### config.mk
export PLATFORM = sky130hd
export DESIGN_NAME = decoder_38_seq
export DESIGN_NICKNAME = d
export VERILOG_FILES = /design/src/rtl/decoder_38_seq.sv
export SDC_FILE = /design/constraint.sdc
export NUM_CORES = 1
export LEC_CHECK = 0
export CAP_MARGIN = 30
export CORE_MARGIN = 3
export CORE_UTILIZATION = 47
export CTS_CLUSTER_DIAMETER = 120
export CTS_CLUSTER_SIZE = 20
export DETAILED_ROUTE_END_ITERATION = 8
export PLACE_DENSITY = 0.84
export SYNTH_ARGS = -nofsm -noshare
export SYNTH_HDL_FRONTEND = slang
export SYNTH_SLANG_ARGS = --single-unit
### constraint.sdc
create_clock -name clk -period 3.4 [get_ports clk]
set_input_delay 0.51 -clock clk [delete_from_list [all_inputs] [get_ports clk]]
set_output_delay 0.51 -clock clk [all_outputs]
set_load 0.05 [all_outputs]
### src/rtl/decoder_38_seq.sv
// decoder_38_seq: registered 3-to-8 decoder for the receiving end of an
// 8-3 priority encoder link (Y, GS, EO), with a one-deep valid/ready stage.
// It keeps a sticky mask of decoded lines, a saturating count of
// "enabled, no request" codes, and a sticky flag for illegal GS/EO pairs.
//
// Optional build macro: DEC38_ACTIVE_LOW_EN
//   When defined, D is driven inverted in the 74x138 style: idle/reset
//   value 8'hFF, and a request drives bit Y low. seen stays active-high.
module decoder_38_seq #(
    parameter int CNT_W = 8
) (
    input  logic             clk,
    input  logic             rst,
    input  logic             in_valid,
    output logic             in_ready,
    input  logic [2:0]       Y,
    input  logic             GS,
    input  logic             EO,
    output logic             out_valid,
    input  logic             out_ready,
    output logic [7:0]       D,
    output logic [7:0]       seen,
    output logic [CNT_W-1:0] empty_cnt,
    output logic             err,
    input  logic             clr
);

`ifdef DEC38_ACTIVE_LOW_EN
    localparam logic [7:0] D_RST = 8'hFF;
`else
    localparam logic [7:0] D_RST = 8'h00;
`endif

    localparam logic [CNT_W-1:0] CNT_MAX  = {CNT_W{1'b1}};
    localparam logic [CNT_W-1:0] CNT_ZERO = {CNT_W{1'b0}};
    localparam logic [CNT_W-1:0] CNT_ONE  = {{(CNT_W-1){1'b0}}, 1'b1};

    // Code classes carried on the GS/EO pair.
    typedef enum logic [1:0] {
        CLS_DISABLED = 2'b00,
        CLS_EMPTY    = 2'b01,
        CLS_REQUEST  = 2'b10,
        CLS_ILLEGAL  = 2'b11
    } code_cls_e;

    // One-hot line for an encoded index (active-high).
    function automatic logic [7:0] onehot_of(input logic [2:0] idx);
        return 8'h01 << idx;
    endfunction

    // Map an active-high decoded vector onto the D pin polarity.
    function automatic logic [7:0] pin_polarity(input logic [7:0] vec);
`ifdef DEC38_ACTIVE_LOW_EN
        return ~vec;
`else
        return vec;
`endif
    endfunction

    // Counter increment that sticks at all-ones instead of wrapping.
    function automatic logic [CNT_W-1:0] sat_inc(input logic [CNT_W-1:0] val);
        if (val == CNT_MAX) begin
            return val;
        end else begin
            return val + CNT_ONE;
        end
    endfunction

    logic             out_valid_q, out_valid_d;
    logic [7:0]       d_q, d_d;
    logic [7:0]       seen_q, seen_d;
    logic [CNT_W-1:0] empty_cnt_q, empty_cnt_d;
    logic             err_q, err_d;

    logic             in_ready_s;
    logic             accept_s;
    code_cls_e        cls_s;
    logic [7:0]       dec_s;
    logic             is_empty_s;
    logic             is_illegal_s;
    logic [7:0]       seen_base_s;
    logic [CNT_W-1:0] cnt_base_s;
    logic             err_base_s;

    // Handshake: the single output slot is free when empty or draining now.
    always_comb begin
        in_ready_s = (!out_valid_q) || out_ready;
        accept_s   = in_valid && in_ready_s;
    end

    // Classify the incoming code and build its active-high decoded vector.
    always_comb begin
        cls_s        = code_cls_e'({GS, EO});
        dec_s        = 8'h00;
        is_empty_s   = 1'b0;
        is_illegal_s = 1'b0;
        case (cls_s)
            CLS_REQUEST:  dec_s        = onehot_of(Y);
            CLS_EMPTY:    is_empty_s   = 1'b1;
            CLS_DISABLED: dec_s        = 8'h00;
            CLS_ILLEGAL:  is_illegal_s = 1'b1;
            default:      dec_s        = 8'h00;
        endcase
    end

    // Next-state for the output slot and the sticky status; a clear in the
    // same cycle as an accept leaves only that code's contribution.
    always_comb begin
        out_valid_d = out_valid_q;
        d_d         = d_q;
        seen_d      = seen_q;
        empty_cnt_d = empty_cnt_q;
        err_d       = err_q;

        if (clr) begin
            seen_base_s = 8'h00;
            cnt_base_s  = CNT_ZERO;
            err_base_s  = 1'b0;
        end else begin
            seen_base_s = seen_q;
            cnt_base_s  = empty_cnt_q;
            err_base_s  = err_q;
        end

        if (accept_s) begin
            out_valid_d = 1'b1;
            d_d         = pin_polarity(dec_s);
            seen_d      = seen_base_s | dec_s;
            if (is_empty_s) begin
                empty_cnt_d = sat_inc(cnt_base_s);
            end else begin
                empty_cnt_d = cnt_base_s;
            end
            err_d = err_base_s | is_illegal_s;
        end else begin
            if (out_ready) begin
                out_valid_d = 1'b0;
            end else begin
                out_valid_d = out_valid_q;
            end
            seen_d      = seen_base_s;
            empty_cnt_d = cnt_base_s;
            err_d       = err_base_s;
        end
    end

    // State registers with synchronous reset; reset drops any held code.
    always_ff @(posedge clk) begin
        if (rst) begin
            out_valid_q <= 1'b0;
            d_q         <= D_RST;
            seen_q      <= 8'h00;
            empty_cnt_q <= CNT_ZERO;
            err_q       <= 1'b0;
        end else begin
            out_valid_q <= out_valid_d;
            d_q         <= d_d;
            seen_q      <= seen_d;
            empty_cnt_q <= empty_cnt_d;
            err_q       <= err_d;
        end
    end

    assign in_ready  = in_ready_s;
    assign out_valid = out_valid_q;
    assign D         = d_q;
    assign seen      = seen_q;
    assign empty_cnt = empty_cnt_q;
    assign err       = err_q;

endmodule

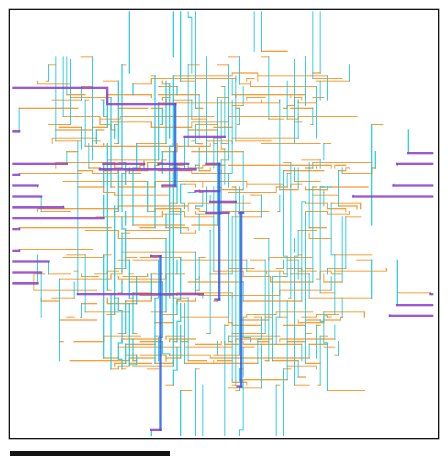
Fig. 1. Metal layers overlaid (run 1).
The bar under the picture is 20 µm long.
- purple: M3 (wire length 155 µm)
- cyan: M2 (wire length 1,260 µm)
- blue: M4 (wire length 70.7 µm)
- orange: M1 (wire length 1,170 µm)
total global-route track usage: 0.2062
routed vias: 1,020

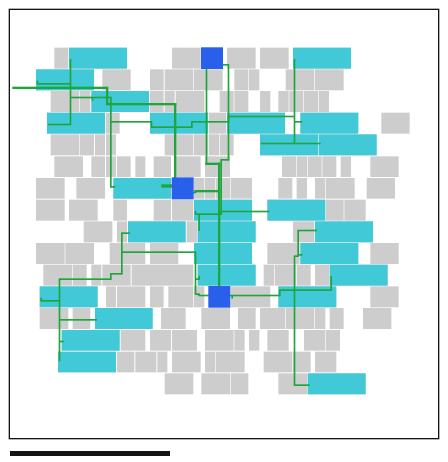
Fig. 2. Clock distribution (run 1).
The bar under the picture is 20 µm long.
- cyan: flip-flops (count 26)
- blue: clock-net drivers (count 3)
- green: clock wires (length 274 µm)
- routed clock nets: 4
clock distribution power: 0.000155 W
part of the power in the clock network: 0.296

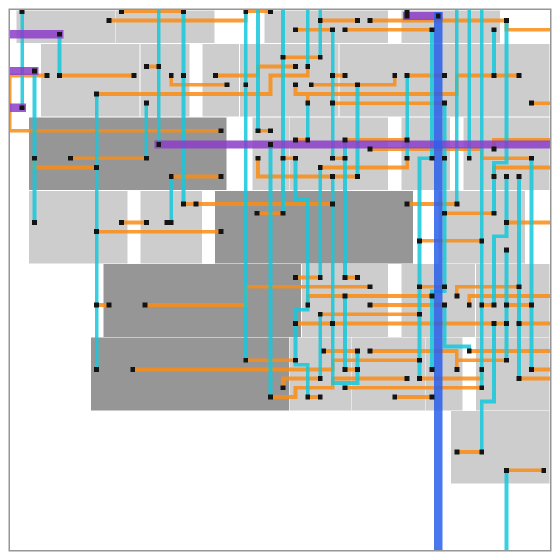
Fig. 3. Layout detail (run 1).
Region (3, 3) to (23, 23) µm. Cells in gray, sequential cells in the stronger gray; small squares are vias.
- purple: M3
- orange: M1
- cyan: M2
- blue: M4
- netlist names of flops here include: empty_cnt (2)
- cells with their middle in the window: 24
- sequential cells in the window: 4
- most frequent: dfxtp_1 (4), clkdlybuf4s50_1 (4), a21oi_1 (2)

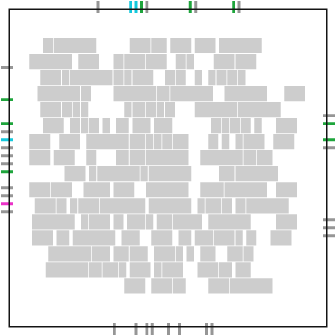
Fig. 4. Pin placement (run 1).
Pins as bars across the die edge, other pins in gray.
- cyan: Y (pins 3; direction input; edge 2 top, 1 left)
- magenta: out_ready (pins 1; direction input; edge left)
- green: seen (pins 8; direction output; edge 3 top, 3 left, 2 right)
IO buf count: 36
Die Width: 53.63 µm
die height: 53.63 µm

==> reports/qor.csv, run 1 <==
stage,metric,value,unit
pwr,cellLeakagePower,0.4982,nW
global_routing,grt_pass1_wl,4215,µm
cells_and_area,final.fill_count,158,
global_routing,antenna_found_initial,0,
synth,async_reset_ff_frac,0,
job,stage_log_warnings,26,
hold_path,hold_end,D[6]$_SDFFE_PP0P_,
placed_design,dpl.hpwl,1905,µm
global_routing,grt_max_degree,27,
drt,first_pass_iters,4,
clocking,cts_resized,0,
setup_path,worstSetupEndpointType,output port,
synth,synthCells,120,
sta,fin_crit_sh,0.7617,
setup_path,arrival,2.08,ns
drt,ant_nets,0,
clocking,cts_max_level,1,
hold_path,min_from,D[6]$_SDFFE_PP0P_,
hold_path,whs_path_depth,2,
job,max-cap-violations,0,
synth,fp_nets,130,
global_routing,grt_overflow,0,
hold_path,hold_path.class,flip-flop to flip-flop,
setup_path,cp_max_fo,7,
synth,synthFlopType,dfxtp_1,
cells_and_area,num_antenna_cells,0,
drt,wl_met2,1262,µm
floorplan,fp_util,0.5170,
clocking,cts_hold_buf,0,
floorplan,fp.coreArea,0.002062,mm²
synth,synth_flops,26,
clocking,cts_tree,done,
pwr,power_density,355.4,mW/mm²
synth,ys_chip_area,0.001066,mm²
sta,slew_viol_final,0,
drt,routedWlPerCell,14.62,µm
pwr,p_total,0.0005238,W
clocking,numCtsBuffers,3,
synth,post-synth-top-count-cell,dfxtp_1,
sta,rsz0062_at_grt,false,
sta,fin_tns_setup,0,ns
sta,fmax,0.3861,GHz
synth,yosysTopAreaCell,dfxtp_1,
sta,period_minus_slack,2.590,ns
synth,ys_types,35,
clocking,clock_sinks,26,
synth,syn_area,0.001066,mm²
synth,edf_count,0,
synth,top_cells_by_count,"dfxtp_1 (26), a21oi_1 (21), nand2_1 (21)",
placed_design,globalplace.congestion,0.7906,
cells_and_area,logic_area,515.5,µm²
clocking,clkTransAtPathRegs,0.14,ns
status,outcome,completed,
clocking,clock_latency,0.32,ns
cells_and_area,register_area,520.5,µm²
setup_path,r2r-start,empty_cnt[0]$_SDFF_PP0_,
floorplan,dieArea,0.002876,mm²
clocking,cts_buffer_depth,2,
sta,relSlewSlack,0.3933,
cells_and_area,final_nets,166,
sta,worstMarginPinSlew,0.9072,ns
synth,ys_cells,120,
setup_path,start_kind,primary input,
synth,postSynthSeqShare,0.4883,
synth,topCellsByArea,"dfxtp_1 (49%), a21oi_1 (9.9%), nand2_1 (7.4%)",
synth,yosys_warnings,0,
setup_path,rr_worst_depth,4,
setup_path,required,2.89,ns
setup_path,path_class,primary input to output port,
sta,hold_viol,0,
drt,wl_met1,1172,µm
floorplan,io_pins,37,
sta,fin_worst_skew,0.007551,ns
drt,drc,0,
global_routing,grt_pass1_vias,930,
setup_path,ff2ff_setup_slack,1.81,ns
pwr,ir_drop,0.2860,mV
drt,drt_iter0_drc,32,
drt,wirelength,2660,µm
clocking,postCtsSetupRepairBufs,0,
drt,wl_met3,154,µm
synth,avgSynthCellArea,8.884,µm²
synth,top_cell_area_share,0.4883,
drt,top_layer,met4,
cells_and_area,drive_gt1_frac,0.05806,
sta,setup_viol_count_final,0,
setup_path,r2r_end,empty_cnt[4]$_SDFF_PP0_,
cells_and_area,area_growth,38.26,%
sta,whs,0.4635,ns
floorplan,rows,16,
clocking,cts_root_buffer,clkbuf_4,
drt,detail_route.vias_per_cell,5.604,
## run 1: flip-flops by register name (all words and copies together) (netlist names)
signal,count
D,8
empty_cnt,8
seen,8
err,1
out_valid,1
## run 1: metrics by stage
step | setup WS (ns) | util | instance area, µm² | std cells
floorplan | 1.392 | - | 1066 | 120
global placement | 0.8444 | 0.6972 | 1438 | 178
detailed placement | 0.8220 | 0.6972 | 1438 | 178
CTS | 0.8160 | 0.7148 | 1474 | 182
global route | 0.7680 | 0.7148 | 1474 | 182
finish | 0.8103 | 0.7148 | 1474 | 182
## run 1: cells by family (layout without fill, tap and decap cells)
logic type / Yosys count / in the layout / synth area share
muxes: 1 / 1 / 0.01056
and+or+nand+nor: 55 / 55 / 0.2993
DFF: 26 / 26 / 0.4883
AOI/OAI and AO/OA: 31 / 31 / 0.1737
buffers and inverters: 7 / 42 / 0.02817
## run 1: worst max-delay path, cell delays in order
cell and delay, ns:
clkdlybuf4s50_1 0.44, nand2b_1 0.26, clkdlybuf4s50_1 0.86
## run 1: routing by layer
layer	GRT usage	up-vias
met5	0	-
met4	0.1064	0
met3	0.03047	9
met2	0.3449	44
met1	0.2556	461
li1	-	506
## run 1: power breakdown
part / leakage, nW / total, W / internal, W / switching [W]
sequential: 0.210 / 0.000310 / 0.000308 / 0.00000210
clock: 0.0210 / 0.000155 / 0.0000655 / 0.0000897
combinational: 0.267 / 0.0000586 / 0.0000215 / 0.0000371
## run 1: placed cells by master (no fill, tap or decap), types with 2 or more instances in the layout
master / n
clkdlybuf4s50_1: 36
dfxtp_1: 26
nand2_1: 21
a21oi_1: 21
nor2_1: 6
nand3_1: 5
clkbuf_4: 3
nor2b_1: 2
inv_1: 2
nand4_1: 2
and4b_1: 2
nand4b_1: 2
a211oi_1: 2
and4_1: 2
nor3b_1: 2
## run 1: cell type report
class | instances | share of cell area
repair buffers | 36 | 0.2445
well taps | 27 | 0.02292
clock buffers | 4 | 0.02462
flip-flops and latches | 26 | 0.3531
multi-input cells | 87 | 0.3497
inverters | 2 | 0.005093
## run 1: how the worst max path moves through the flow
stage                                       from                      end  slack [ns]  depth (start not counted)
final                                  out_ready                 in_ready        0.81                          3
after CTS                              out_ready                 in_ready        0.82                          3
after global routing                   out_ready                 in_ready        0.77                          3
after floorplan           out_valid$_SDFFE_PP0P_  empty_cnt[1]$_SDFF_PP0_        1.39                          4
after global placement                 out_ready                 in_ready        0.84                          3
after detailed placement               out_ready                 in_ready        0.82                          3
Fig. 5: run 1, clock routing
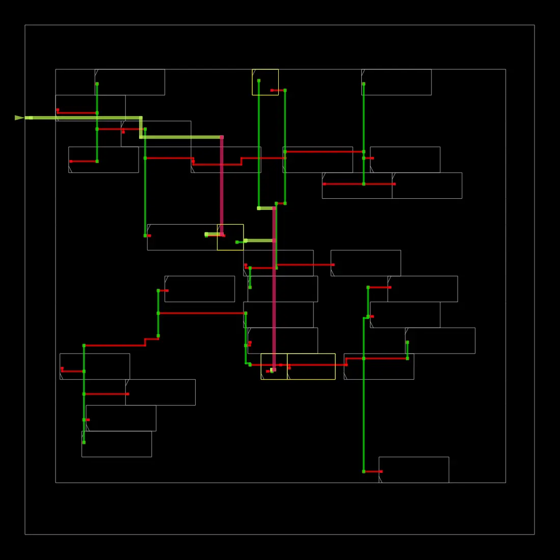

## Run 2: what changed since run 1
- CORE_UTILIZATION: 47 -> 39
- PLACE_DENSITY: 0.84 -> 0.74
- clock period: 3.4 -> 2.11 ns (I/O delays scaled with it)
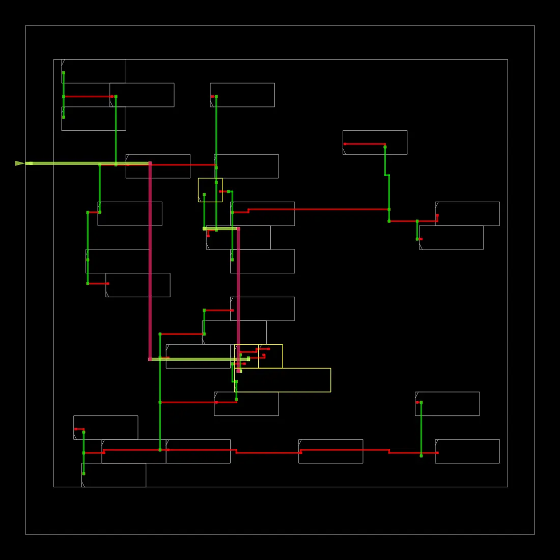
Fig. 6. Clock routing (run 2).
clk latency late pin: 0.32 ns
clock buffer count in the final layout: 3
clock distribution power: 0.000335 W

==> run 2 against run 1 <==
Effect of this change:
- synthesized area did not move
- die size rose by 18%
- synthesized cell count did not move
- via count rose by 1.6%
- global-route usage fell by 4.2 points
- critical path depth fell by 2
- clock power rose by 120%
- setup slack got worse by 0.67 ns
- sequential share of layout area fell by 1.5 points
- clock skew rose by 0.0024 ns
- cell count rose by 4.4%
- count of clock-buffer cells in the layout fell by 1
- critical path type is now flip-flop to output port
- largest cell class unchanged
==> reports/qor.csv, run 2 <==
stage,metric,value,unit
floorplan,fp.dieH,58.28,µm
drt,detail_route.vias_per_cell,5.453,
cells_and_area,num_antenna_cells,0,
clocking,cts_max_level,1,
sta,worstMarginPinSlew,0.5171,ns
clocking,cts_tree,done,
setup_path,path_class,flip-flop to output port,
cells_and_area,area_growth,44.60,%
synth,post-synth-top-count-cell,dfxtp_1,
setup_path,startpoint,empty_cnt[1]$_SDFF_PP0_,
synth,fp_nets,130,
sta,relSlewSlack,0.6542,
floorplan,die_w,58.28,µm
floorplan,dieArea,0.003397,mm²
job,max-cap-violations,0,
sta,fin_tns_setup,0,ns
status,outcome,completed,
cells_and_area,drive_gt1_frac,0.09375,
sta,slew_viol_final,0,
setup_path,r2r-start,empty_cnt[2]$_SDFF_PP0_,
sta,fin_crit_sh,0.9351,
drt,first_pass_iters,4,
pwr,cellLeakagePower,0.5341,nW
synth,edf_count,0,
sta,fin_worst_skew,0.009962,ns
synth,synthCells,120,
cells_and_area,final_nets,171,
job,stage_log_warnings,26,
synth,top_cell_area_share,0.4883,
synth,avgSynthCellArea,8.884,µm²
placed_design,io_buffer_count,36,
global_routing,grt.total_usage,0.1638,
synth,yosysTopAreaCell,dfxtp_1,
sta,setup_viol_count_final,0,
drt,ant_nets,0,
floorplan,fp.coreArea,0.002545,mm²
synth,ys_types,35,
drt,drt_iter0_drc,20,
hold_path,hold_end,D[4]$_SDFFE_PP0P_,
setup_path,worstSetupEndpointType,output port,
synth,postSynthSeqShare,0.4883,
global_routing,antenna_found_initial,0,
clocking,cts_resized,0,
floorplan,io_pins,37,
hold_path,whs_path_depth,2,
hold_path,min_from,D[4]$_SDFFE_PP0P_,
synth,syn_area,0.001066,mm²
clocking,clock_sinks,26,
placed_design,globalplace.congestion,0.8149,
synth,synthFlopType,dfxtp_1,
clocking,cts_buffer_depth,2,
clocking,postCtsSetupRepairBufs,0,
sta,rsz0062_at_grt,false,
synth,yosys_warnings,0,
cells_and_area,layout_top_cell,clkdlybuf4s50_1,
sta,fmax,0.5068,GHz
drt,wirelength,2612,µm
clocking,cts_root_buffer,clkbuf_4,
synth,synth_flops,26,
setup_path,path_cells,clkdlybuf4s50_1,
drt,drc,0,
setup_path,path_buffers,1,
setup_path,r2r_end,empty_cnt[4]$_SDFF_PP0_,
pwr,ir_drop,0.5427,mV
setup_path,ff2ff_setup_slack,0.57,ns
global_routing,grt_max_degree,21,
synth,async_reset_ff_frac,0,
synth,ys_chip_area,0.001066,mm²
drt,routedWlPerCell,13.75,µm
pwr,p_total,0.0009372,W
hold_path,hold_path.class,flip-flop to flip-flop,
floorplan,fp_util,0.4189,
clocking,clkTransAtPathRegs,0.14,ns
setup_path,worst_path_max_delay_cell,clkdlybuf4s50_1,
sta,period_minus_slack,1.973,ns
setup_path,required,1.79,ns
setup_path,max_stage_delay,0.85,ns
clocking,cts_hold_buf,0,
synth,ys_cells,120,
setup_path,rr_worst_depth,4,
global_routing,grt_pass1_wl,4312,µm
global_routing,grt_overflow,0,
drt,routed-via-count,1036,
synth,top_cells_by_count,"dfxtp_1 (26), a21oi_1 (21), nand2_1 (21)",
floorplan,rows,18,
sta,hold_viol,0,
setup_path,path_delay_family,buffers and inverters,
placed_design,dpl.hpwl,1907,µm
setup_path,arrival,1.66,ns
pwr,power_density,608.0,mW/mm²
clocking,numCtsBuffers,3,
cells_and_area,lay_top_cells,"clkdlybuf4s50_1 (35), dfxtp_1 (26), nand2_1 (21), a21oi_1 (21), nor2_1 (6)",
setup_path,start_kind,flip-flop,
synth,topCellsByArea,"dfxtp_1 (49%), a21oi_1 (9.9%), nand2_1 (7.4%)",
setup_path,cp_max_fo,6,
global_routing,grt_pass1_vias,968,
run 2: netlist changes by cell type in the layout (fill, tap and decap cells not counted):
cell,before,now
clkbuf_8,1,0
bufinv_16,0,1
buf_4,0,5
buf_12,0,1
clkdlybuf4s50_1,36,35
run 2: through the flow:
step | setup slack (ns) | hold WS (ns) | instance area [µm²] | util | std cells
final | 0.1369 | 0.4640 | 1541 | 0.6057 | 190
after global routing | 0.05823 | 0.4915 | 1541 | 0.6057 | 190
after CTS | 0.1254 | 0.4658 | 1541 | 0.6057 | 190
after detailed placement | 0.08763 | 0.4466 | 1489 | 0.5851 | 186
after global placement | 0.1368 | 0.4456 | 1489 | 0.5851 | 186
after floorplan | 0.1017 | 0.4460 | 1066 | - | 120
run 2: cell type report:
class | instances | area [µm²]
clock buffers | 3 | 22.52
inverters | 2 | 7.507
multi-input cells | 87 | 515.5
well taps | 30 | 37.54
clock inverters | 1 | 30.03
fillers | 225 | 1003
repair buffers | 41 | 407.9
flip-flops and latches | 26 | 520.5
run 2: routing by layer:
metal | vias to the layer above | share of wire | global-route usage
met1 | 480 | 0.44 | 0.2019
li1 | 515 | - | -
met3 | 4 | 0.062 | 0.04454
met5 | - | 0 | 0
met4 | 0 | 0.015 | 0.06954
met2 | 37 | 0.48 | 0.2663
run 2: power breakdown:
group / switching [W] / internal [W]
combinational: 0.0000615 / 0.0000410
clock: 0.000143 / 0.000192
sequential: 0.00000311 / 0.000496
run 2: how the worst max path moves through the flow:
stage               cells past startpoint  slack [ns]                      end
detailed placement                      5        0.09  empty_cnt[3]$_SDFF_PP0_
global placement                        5        0.14  empty_cnt[3]$_SDFF_PP0_
finish                                  1        0.14             empty_cnt[1]
global route                            1        0.06             empty_cnt[1]
floorplan                               4        0.10  empty_cnt[1]$_SDFF_PP0_
CTS                                     1        0.13             empty_cnt[1]
run 2: kinds of logic after synthesis:
group,count (synthesis),share of synthesized area
and+or+nand+nor,55,0.2993
AOI/OAI and AO/OA,31,0.1737
buffers and inverters,7,0.02817
DFF,26,0.4883
muxes,1,0.01056
Fig. 7: run 2, layout detail
Region (5, 5) to (25, 25) µm. Cells in gray, sequential cells in the stronger gray; small squares are vias.
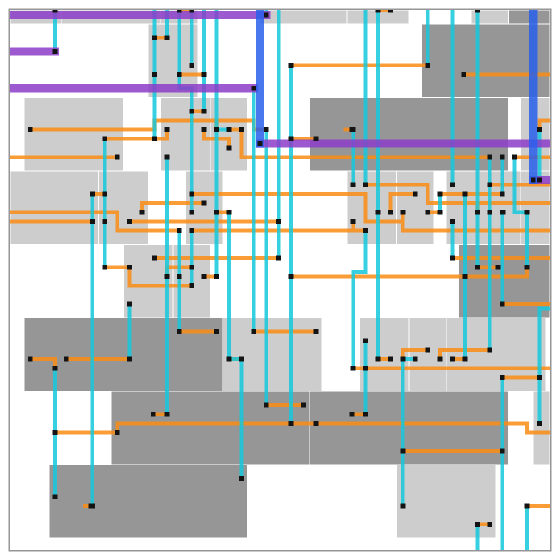

## Run 3: what changed since run 2
- ABC_AREA: not set -> 1
- CORE_UTILIZATION: 39 -> 40
- PLACE_DENSITY: 0.74 -> 0.75
- SLEW_MARGIN: not set -> 20
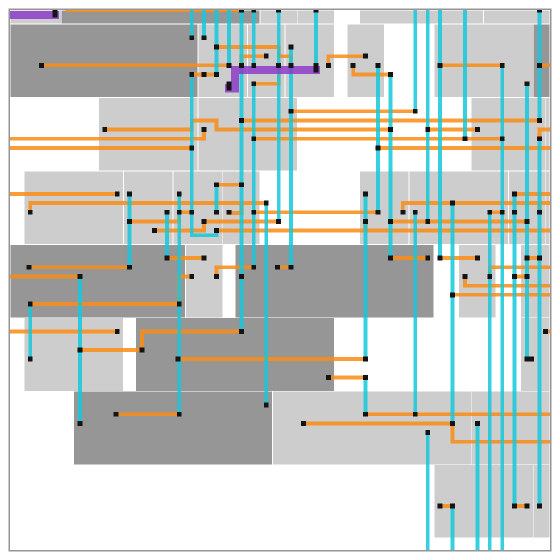
Fig. 8. Layout detail (run 3).
Region (5, 5) to (25, 25) µm. Cells in gray, sequential cells in the stronger gray; small squares are vias.
- purple: M3
- orange: M1
- cyan: M2
- sequential cells in the window: 5
- most frequent: clkdlybuf4s50_1 (8), nand2_1 (6)
- netlist names of flops here include: seen (3)
- cells with their middle in the window: 27

==> run 3 against run 2 <==
Effect of this change:
- critical path depth stayed put
- power decreased by 15%
- global-route usage down 1.1 points
- clock power fell by 41%
- non-clock buffer count is 3 lower
- combinational power about the same
- critical path type unchanged
- highest routed layer unchanged
==> reports/qor.csv, run 3 <==
stage,metric,value,unit
global_routing,grt_pass1_vias,1037,
cells_and_area,layout_top_cell,nand2_1,
sta,rsz0062_at_grt,false,
sta,fin_worst_skew,0.008354,ns
sta,relSlewSlack,0.6550,
synth,fp_nets,149,
sta,fin_tns_setup,0,ns
cells_and_area,lay_top_cells,"nand2_1 (41), clkdlybuf4s50_1 (35), dfxtp_1 (26)",
setup_path,worstSetupEndpointType,output port,
synth,synth_flops,26,
setup_path,path_delay_family,buffers and inverters,
synth,yosys_warnings,0,
hold_path,min_from,seen[4]$_SDFF_PP0_,
synth,yosysTopAreaCell,dfxtp_1,
placed_design,io_buffer_count,36,
clocking,numCtsBuffers,3,
clocking,cts_resized,0,
synth,topCellsByArea,"dfxtp_1 (47%), nand2_1 (14%), a21oi_1 (9.5%)",
floorplan,fp_util,0.4351,
clocking,cts_buffer_depth,2,
setup_path,required,1.79,ns
setup_path,startpoint,empty_cnt[2]$_SDFF_PP0_,
floorplan,io_pins,37,
clocking,clock_latency,0.30,ns
sta,fmax,0.5137,GHz
sta,fin_crit_sh,0.9225,
global_routing,grt_overflow,0,
floorplan,die_w,58.62,µm
clocking,cts_root_buffer,clkbuf_4,
placed_design,dpl.hpwl,1965,µm
drt,drc,0,
synth,synthFlopType,dfxtp_1,
drt,wirelength,2501,µm
floorplan,fp.coreArea,0.002545,mm²
placed_design,globalplace.congestion,0.7953,
clocking,cts_hold_buf,0,
pwr,power_density,522.6,mW/mm²
setup_path,path_class,flip-flop to output port,
global_routing,grt_max_degree,20,
setup_path,arrival,1.63,ns
floorplan,fp.dieH,58.62,µm
synth,postSynthSeqShare,0.4701,
clocking,cts_max_level,1,
global_routing,grt_pass1_wl,4181,µm
clocking,clkTransAtPathRegs,0.13,ns
synth,edf_count,0,
drt,detail_route.vias_per_cell,4.951,
synth,top_cell_area_share,0.4701,
sta,setup_viol_count_final,0,
drt,ant_nets,0,
setup_path,worst_path_max_delay_cell,clkdlybuf4s50_1,
status,outcome,completed,
synth,syn_area,0.001107,mm²
job,stage_log_warnings,26,
cells_and_area,area_growth,38.31,%
drt,routedWlPerCell,12.14,µm
synth,async_reset_ff_frac,0,
setup_path,max_stage_delay,0.86,ns
synth,post-synth-top-count-cell,nand2_1,
setup_path,start_kind,flip-flop,
clocking,clock_sinks,26,
global_routing,grt.total_usage,0.1530,
cells_and_area,final_nets,188,
global_routing,antenna_found_initial,0,
clocking,postCtsSetupRepairBufs,0,
setup_path,cp_max_fo,5,
synth,ys_types,23,
hold_path,hold_path.class,flip-flop to flip-flop,
setup_path,r2r-start,out_valid$_SDFFE_PP0P_,
pwr,ir_drop,0.4075,mV
sta,slew_viol_final,0,
cells_and_area,final_cells,206,
drt,first_pass_iters,4,
setup_path,path_cells,clkdlybuf4s50_1,
sta,worstMarginPinSlew,0.5159,ns
synth,ys_chip_area,0.001107,mm²
sta,hold_viol,0,
sta,period_minus_slack,1.946,ns
pwr,cellLeakagePower,0.5464,nW
setup_path,path_buffers,1,
floorplan,dieArea,0.003436,mm²
synth,ys_cells,139,
synth,top_cells_by_count,"nand2_1 (41), dfxtp_1 (26), a21oi_1 (21)",
drt,routed-via-count,1020,
placed_design,dpl.cell_count,203,
drt,drt_iter0_drc,16,
cells_and_area,drive_gt1_frac,0.1477,
cells_and_area,num_antenna_cells,0,
clocking,cts_tree,done,
floorplan,rows,18,
job,max-cap-violations,0,
synth,synthCells,139,
synth,avgSynthCellArea,7.966,µm²
-- run 3: cell types whose count changed after synthesis, sizes merged, moves of 2 or more --
cell,delta
and4,-3
nand3,+4
nor2b,-2
clkbuf,-3
and4b,-2
nand2,+22
inv,+10
nor2,+9
buf,+2
a211oi,-2
a21oi,+2
nand4b,-2
-- run 3: layout make-up --
type	instances	area [µm²]
clock buffers	3	22.52
fillers	225	1013
inverters	12	47.55
multi-input cells	97	518.0
flip-flops and latches	26	520.5
well taps	30	37.54
repair buffers	38	385.4
-- run 3: final timing paths --
path | end | slack, ns | depth (start not counted)
worst min register to register | seen[4]$_SDFF_PP0_ | 0.48 | 2
worst min-delay path | seen[4]$_SDFF_PP0_ | 0.48 | 2
worst max register to register | empty_cnt[3]$_SDFF_PP0_ | 0.85 | 7
worst max-delay path | empty_cnt[2] | 0.16 | 1
-- run 3: logic make-up after synthesis --
logic type	Yosys count	synth area share
compound gates	25	0.1243
simple gates	72	0.3435
buf+inv	16	0.06215
flops	26	0.4701
-- run 3: routing by layer --
| metal | part of all wire | track usage |
|---|---|---|
| met4 | 0.0036 | 0.02913 |
| met1 | 0.44 | 0.1853 |
| met5 | 0 | 0 |
| met3 | 0.047 | 0.02632 |
| met2 | 0.50 | 0.2839 |
-- run 3: report_power, final --
part | switching (W) | internal [W]
Combinational | 0.0000642 | 0.0000396
Sequential | 0.00000424 | 0.000496
Clock | 0.000130 | 0.0000665
Total | 0.000198 | 0.000602
-- run 3: per-stage QoR --
stage / power, W / hold slack (ns) / instance area, µm² / setup slack [ns] / utilization
2_1_floorplan: 0.0005709 / 0.4754 / 1107 / 0.6024 / -
6_report: 0.0008003 / 0.4780 / 1531 / 0.1635 / 0.6018
4_1_cts: 0.0008089 / 0.4779 / 1531 / 0.1546 / 0.6018
3_5_place_dp: 0.0006153 / 0.4582 / 1509 / 0.3030 / 0.5929
5_1_grt: 0.0008388 / 0.4991 / 1531 / 0.1078 / 0.6018
3_3_place_gp: 0.0006139 / 0.4556 / 1509 / 0.3642 / 0.5929
No activity file was given, so power comes from the tool's default toggle rates.
